### config.mk
export PLATFORM = sky130hd
export DESIGN_NAME = halflife_timer_flat
export DESIGN_NICKNAME = d
export VERILOG_FILES = /design/src/rtl/halflife_pkg.sv /design/src/rtl/halflife_if.sv /design/src/rtl/halflife_period_cnt.sv /design/src/rtl/halflife_timer.sv /design/src/flat_wrapper.sv
export SDC_FILE = /design/constraint.sdc
export NUM_CORES = 1
export LEC_CHECK = 0
export CORE_MARGIN = 5
export CORE_UTILIZATION = 55
export DETAILED_ROUTE_END_ITERATION = 16
export PLACE_DENSITY = 0.83
export SYNTH_ARGS = -nofsm -noshare
export SYNTH_HDL_FRONTEND = slang
export SYNTH_SLANG_ARGS = --single-unit
export TNS_END_PERCENT = 100
### constraint.sdc
create_clock -name clk -period 3 [get_ports clk]
set_input_delay 0.3 -clock clk [delete_from_list [all_inputs] [get_ports clk]]
set_output_delay 0.3 -clock clk [all_outputs]
set_load 0.05 [all_outputs]
### src/rtl/halflife_pkg.sv
// Shared types and command encodings for the half-life decay timer.
package halflife_pkg;

  typedef enum logic {
    IDLE  = 1'b0,
    DECAY = 1'b1
  } state_e;

  // Command vector ordering is {up, down, load, decay}.
  localparam logic [3:0] CMD_NONE  = 4'b0000;
  localparam logic [3:0] CMD_UP    = 4'b1000;
  localparam logic [3:0] CMD_DOWN  = 4'b0100;
  localparam logic [3:0] CMD_LOAD  = 4'b0010;
  localparam logic [3:0] CMD_DECAY = 4'b0001;

  function automatic logic is_onehot(input logic [3:0] cmd);
    is_onehot = (cmd != 4'b0000) && ((cmd & (cmd - 4'b0001)) == 4'b0000);
  endfunction

endpackage

### src/rtl/halflife_if.sv
// Command/status bundle between the timer datapath and the half-life timer.
interface halflife_if #(
  parameter int N = 8,
  parameter int P = 8
);
  logic         en;
  logic         up;
  logic         down;
  logic         load;
  logic         decay;
  logic [N-1:0] in;
  logic [P-1:0] period;
  logic [N-1:0] out;
  logic         zero;
  logic         tc;
  logic         err;
  logic         busy;

  modport master (
    output en, up, down, load, decay, in, period,
    input  out, zero, tc, err, busy
  );

  modport slave (
    input  en, up, down, load, decay, in, period,
    output out, zero, tc, err, busy
  );
endinterface

### src/rtl/halflife_period_cnt.sv
// P-bit decay period counter: counts enabled cycles and flags when the
// latched period is reached, wrapping back to zero on that hit.
module halflife_period_cnt #(
  parameter int P = 8
) (
  input  logic         clk,
  input  logic         rst,
  input  logic         clr,
  input  logic         en,
  input  logic [P-1:0] period,
  output logic         hit
);

  logic [P-1:0] per_cnt_q;
  logic [P-1:0] per_cnt_d;

  assign hit = (per_cnt_q == period);

  // Next count: clear wins, a hit restarts the period, otherwise count up.
  always_comb begin
    per_cnt_d = per_cnt_q;
    if (clr) begin
      per_cnt_d = {P{1'b0}};
    end else if (en) begin
      per_cnt_d = hit ? {P{1'b0}} : (per_cnt_q + {{(P-1){1'b0}}, 1'b1});
    end else begin
      per_cnt_d = per_cnt_q;
    end
  end

  // Count register with synchronous active-low reset.
  always_ff @(posedge clk) begin
    if (!rst) begin
      per_cnt_q <= {P{1'b0}};
    end else begin
      per_cnt_q <= per_cnt_d;
    end
  end

endmodule

### src/rtl/halflife_timer.sv
// Up/down/load counter with a half-life decay mode; owns the FSM and the
// count register, delegating period timing to halflife_period_cnt.
module halflife_timer
  import halflife_pkg::*;
#(
  parameter int N   = 8,
  parameter int P   = 8,
  parameter bit SAT = 1'b0
) (
  input  logic       clk,
  input  logic       rst,
  halflife_if.slave  bus
);

  localparam logic [N-1:0] ALL_ONES = {N{1'b1}};
  localparam logic [N-1:0] ZERO     = {N{1'b0}};
  localparam logic [N-1:0] ONE      = {{(N-1){1'b0}}, 1'b1};

  state_e       state_q, state_d;
  logic [N-1:0] out_q, out_d;
  logic [P-1:0] period_q, period_d;
  logic         tc_q, tc_d;
  logic         err_q, err_d;
  logic         busy_q, busy_d;

  logic [3:0]   cmd_s;
  logic         cmd_illegal_s;
  logic [N-1:0] half_s;
  logic         cnt_clr_s;
  logic         cnt_en_s;
  logic         hit_s;

  assign cmd_s         = {bus.up, bus.down, bus.load, bus.decay};
  assign cmd_illegal_s = (cmd_s != CMD_NONE) && !is_onehot(cmd_s);
  assign half_s        = out_q >> 1;

  halflife_period_cnt #(.P(P)) u_period_cnt (
    .clk    (clk),
    .rst    (rst),
    .clr    (cnt_clr_s),
    .en     (cnt_en_s),
    .period (period_q),
    .hit    (hit_s)
  );

  // Next-state logic; tc/err default low so they only ever pulse for a cycle.
  always_comb begin
    state_d   = state_q;
    out_d     = out_q;
    period_d  = period_q;
    tc_d      = 1'b0;
    err_d     = 1'b0;
    cnt_clr_s = 1'b0;
    cnt_en_s  = 1'b0;
    if (bus.en) begin
      case (state_q)
        IDLE: begin
          cnt_clr_s = 1'b1;
          case (cmd_s)
            CMD_NONE: out_d = out_q;
            CMD_LOAD: out_d = bus.in;
            CMD_UP: begin
              if (out_q == ALL_ONES) begin
                tc_d  = 1'b1;
                out_d = SAT ? out_q : ZERO;
              end else begin
                out_d = out_q + ONE;
              end
            end
            CMD_DOWN: begin
              if (out_q == ZERO) begin
                tc_d  = 1'b1;
                out_d = SAT ? out_q : ALL_ONES;
              end else begin
                out_d = out_q - ONE;
              end
            end
            CMD_DECAY: begin
              out_d    = bus.in;
              period_d = bus.period;
              state_d  = DECAY;
            end
            default: err_d = cmd_illegal_s;
          endcase
        end
        DECAY: begin
          if (cmd_s == CMD_LOAD) begin
            out_d     = bus.in;
            state_d   = IDLE;
            cnt_clr_s = 1'b1;
          end else begin
            // Stray commands are flagged but do not disturb the decay.
            err_d = (cmd_s != CMD_NONE);
            if (out_q == ZERO) begin
              state_d   = IDLE;
              tc_d      = 1'b1;
              cnt_clr_s = 1'b1;
            end else if (hit_s) begin
              cnt_en_s = 1'b1;
              out_d    = half_s;
              if (half_s == ZERO) begin
                state_d = IDLE;
                tc_d    = 1'b1;
              end else begin
                state_d = DECAY;
              end
            end else begin
              cnt_en_s = 1'b1;
            end
          end
        end
        default: begin
          state_d   = IDLE;
          cnt_clr_s = 1'b1;
        end
      endcase
    end else begin
      state_d = state_q;
    end
    busy_d = (state_d == DECAY);
  end

  // State and output registers with synchronous active-low reset.
  always_ff @(posedge clk) begin
    if (!rst) begin
      state_q  <= IDLE;
      out_q    <= ZERO;
      period_q <= {P{1'b0}};
      tc_q     <= 1'b0;
      err_q    <= 1'b0;
      busy_q   <= 1'b0;
    end else begin
      state_q  <= state_d;
      out_q    <= out_d;
      period_q <= period_d;
      tc_q     <= tc_d;
      err_q    <= err_d;
      busy_q   <= busy_d;
    end
  end

  assign bus.out  = out_q;
  assign bus.zero = (out_q == ZERO);
  assign bus.tc   = tc_q;
  assign bus.err  = err_q;
  assign bus.busy = busy_q;

endmodule

### src/flat_wrapper.sv
// flat-port wrapper written by rule: the top's interface ports become plain ports
module halflife_timer_flat import halflife_pkg::*;
#(
  parameter int N   = 8,
  parameter int P   = 8,
  parameter bit SAT = 1'b0
)
  (clk, rst, bus_en, bus_up, bus_down, bus_load, bus_decay, bus_in, bus_period, bus_out, bus_zero, bus_tc, bus_err, bus_busy);
  halflife_if #(.N(N), .P(P)) bus_i ();
  input  logic clk;
  input  logic rst;
  input wire logic [$bits(bus_i.en)-1:0] bus_en;
  input wire logic [$bits(bus_i.up)-1:0] bus_up;
  input wire logic [$bits(bus_i.down)-1:0] bus_down;
  input wire logic [$bits(bus_i.load)-1:0] bus_load;
  input wire logic [$bits(bus_i.decay)-1:0] bus_decay;
  input wire logic [$bits(bus_i.in)-1:0] bus_in;
  input wire logic [$bits(bus_i.period)-1:0] bus_period;
  output wire logic [$bits(bus_i.out)-1:0] bus_out;
  output wire logic [$bits(bus_i.zero)-1:0] bus_zero;
  output wire logic [$bits(bus_i.tc)-1:0] bus_tc;
  output wire logic [$bits(bus_i.err)-1:0] bus_err;
  output wire logic [$bits(bus_i.busy)-1:0] bus_busy;
  assign bus_i.en = bus_en;
  assign bus_i.up = bus_up;
  assign bus_i.down = bus_down;
  assign bus_i.load = bus_load;
  assign bus_i.decay = bus_decay;
  assign bus_i.in = bus_in;
  assign bus_i.period = bus_period;
  assign bus_out = bus_i.out;
  assign bus_zero = bus_i.zero;
  assign bus_tc = bus_i.tc;
  assign bus_err = bus_i.err;
  assign bus_busy = bus_i.busy;
  halflife_timer #(.N(N), .P(P), .SAT(SAT)) u_core (.clk(clk), .rst(rst), .bus(bus_i));
endmodule
Fig. 1: port wiring
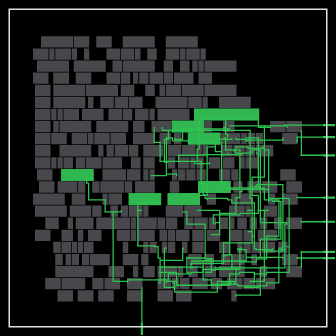
[`bus_out`] green | direction: output | edge: 7 east, 1 south | end cells: 8 | buffers: 11 | wire: 968 microns

==> results.ini <==
[logic_synthesis]
synth_area_sq_um = 2050
yosys.cell_types.count = 65
ys_area_sq_um = 2050
largest_area_cell = dfxtp_1
ys_seq_share_pct = 26.3
avgSynthCellArea_sq_um = 8.28
synth_xor_xnor_area_share_pct = 8.95
ys_seq_elements = 27
synth_top_area_share_pct = 26.3
synth.comb.largest_family = AND-OR/OR-AND gates
fp_nets = 275
yosysWarnings = 0
synthCells = 248
synth.cellmix.compoundShare_pct = 27.1
async_reset_ff_share_pct = 0
topCellsByArea = dfxtp_1, xnor2_1, mux2i_1
ys_cells = 248
simple_gate_share_pct = 24.3
flop_cell = dfxtp_1
muxShareOfSynthArea_pct = 4.38

[final_timing]
rsz0062_at_grt = no
fin_crit_ns = 2.85
worst_clock_skew_ns = 0.00750
relSlewSlack_pct = 52.2
tightest_slew_ns = 0.711
fin_setup_tns_ns = 0
finalHoldViolations = 0
max_freq_ghz = 0.351
fin_crit_sh_pct = 95.0

[floorplan]
io_pins = 35
fp_util_pct = 56.5
die.size.y_microns = 71.1
die_x_microns = 71.1
core_sq_um = 3630
fp.dieArea_sq_um = 5060

[detailed_routing]
drt-total-wl_microns = 5530
detailroute.via_count = 2062
ant_nets = 0
drcViolationCount = 0
viasPerCell = 6.40
routedWlPerCell_microns = 17.2

[clock_tree]
insertion_delay_ns = 0.27
cts_root_buf = clkbuf_8
cts_tree = built
cts_setup_buffers = 0
clock-sinks = 27
clkTransAtPathRegs_ns = 0.09
cts_inserted_buffers = 3
cts_max_path_buffers = 2
htreeDepth = 1

[layout]
sh_seq_area_pct = 22.0
register_area_sq_um = 541
nFillCells = 327
antenna_cells = 0
comb.multi_input.count = 192
buf_share_pct = 15.7
ff_count = 27
postLayoutCellArea_sq_um = 2460
largestClassByArea = combinational gates
drive_gt1_share_pct = 10.2
sh_comb_area_pct = 56.3
logic_area_sq_um = 1390
syn2layout_area_growth_pct = 19.7
fin_nets = 302

[worst_setup_path]
path_class = reg -> out
critPathCaptureType = output pin
worstSetupStartpointType = register
required_ns = 2.70
arrival_ns = 2.55

[pwr]
pwr-share-seq_pct = 43.3
powerDensity_nw_per_um2 = 361
pg_comb_mw = 0.303
internal_power_mw = 0.581
p_sw_mw = 0.308
seq-power_mw = 0.385
ir_drop_v = 0.000369
leakage_nw = 0.923
power_clock_mw = 0.201

[global_routing]
grt_max_degree = 19
gr-total-overflow = 0
grt_pass1_wl_microns = 9150
antenna_found_initial = 0
gr-usage-all-layers_pct = 21.9

[placement]
place.gp.congestion = 0.955
portBuffers = 34
hpwl_microns = 4080

[worst_hold_path]
min_path_type = reg -> reg

[run]
drv_cap = 0

[run_status]
outcome = finished clean

Fig. 2: met3 routing
The bar under the picture is 20 microns long.
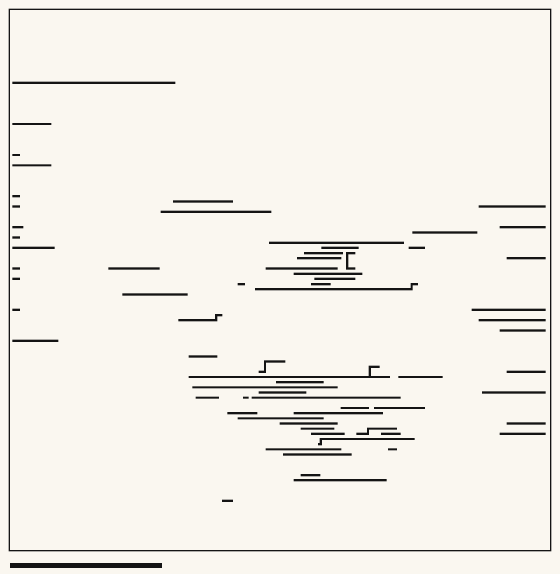
longest straight run: 26.2 microns
nets with wire on the layer: 59
share of all routed wire: 8.2%

through the flow:
step                cells  total power [mW]  hold slack [ns]  setup slack, ns  utilization, %
global route          322             0.931            0.567           0.0403            67.7
finish                322             0.889            0.532            0.151            67.7
CTS                   322             0.888            0.540            0.198            67.7
global placement      318             0.687            0.501            0.308            66.3
floorplan             248             0.593            0.412            0.415               -
detailed placement    318             0.687            0.517            0.335            66.3
state kept, by name, indices dropped and copies added (netlist names):
name and cells:
u_core.u_period_cnt.per_cnt_q 8, u_core.bus.err 1, u_core.bus.busy 1, u_core.bus.out 8, u_core.period_q 8, u_core.bus.tc 1
metal layers:
metal | global-route usage, % | up-vias | share of wire (%)
met5 | 0 | - | 0
met3 | 3.84 | 9 | 8.2
li1 | - | 980 | -
met2 | 34.1 | 114 | 45
met1 | 31.1 | 959 | 45
met4 | 5.85 | 0 | 1.4
critical path, stage by stage (launching register included):
cell and delay, ns:
dfxtp_1 0.42, inv_1 0.17, ha_1 0.24, nor3b_2 0.33
nand2_1 0.14, clkinv_2 0.15, clkdlybuf4s50_1 0.81
layout by cell type (no fill, tap or decap), types with 4 or more instances in the layout:
cell,instances
a21oi_1,13
a31oi_1,4
and3_1,4
buf_4,6
clkdlybuf4s50_1,34
dfxtp_1,27
ha_1,4
inv_1,9
mux2i_1,9
nand2_1,16
nand3_1,4
nand4_1,12
nor2_1,24
nor3_1,4
o21ai_0,7
xnor2_1,13
xor2_1,8
worst paths after layout:
check,start,end,slack [ns],cells after the start
min reg2reg,u_core.period_q[1],u_core.period_q[1],0.53,2
max reg2reg,u_core.bus.out[0],u_core.bus.out[6],0.54,8
max,u_core.bus.out[0],bus_zero,0.15,6
min,u_core.period_q[1],u_core.period_q[1],0.53,2
what timing repair did:
action,in CTS,in global routing
resized,1,0
endpoints found under the setup margin,1,0
hold buffers,0,0
No activity file was given, so power comes from the tool's default toggle rates.
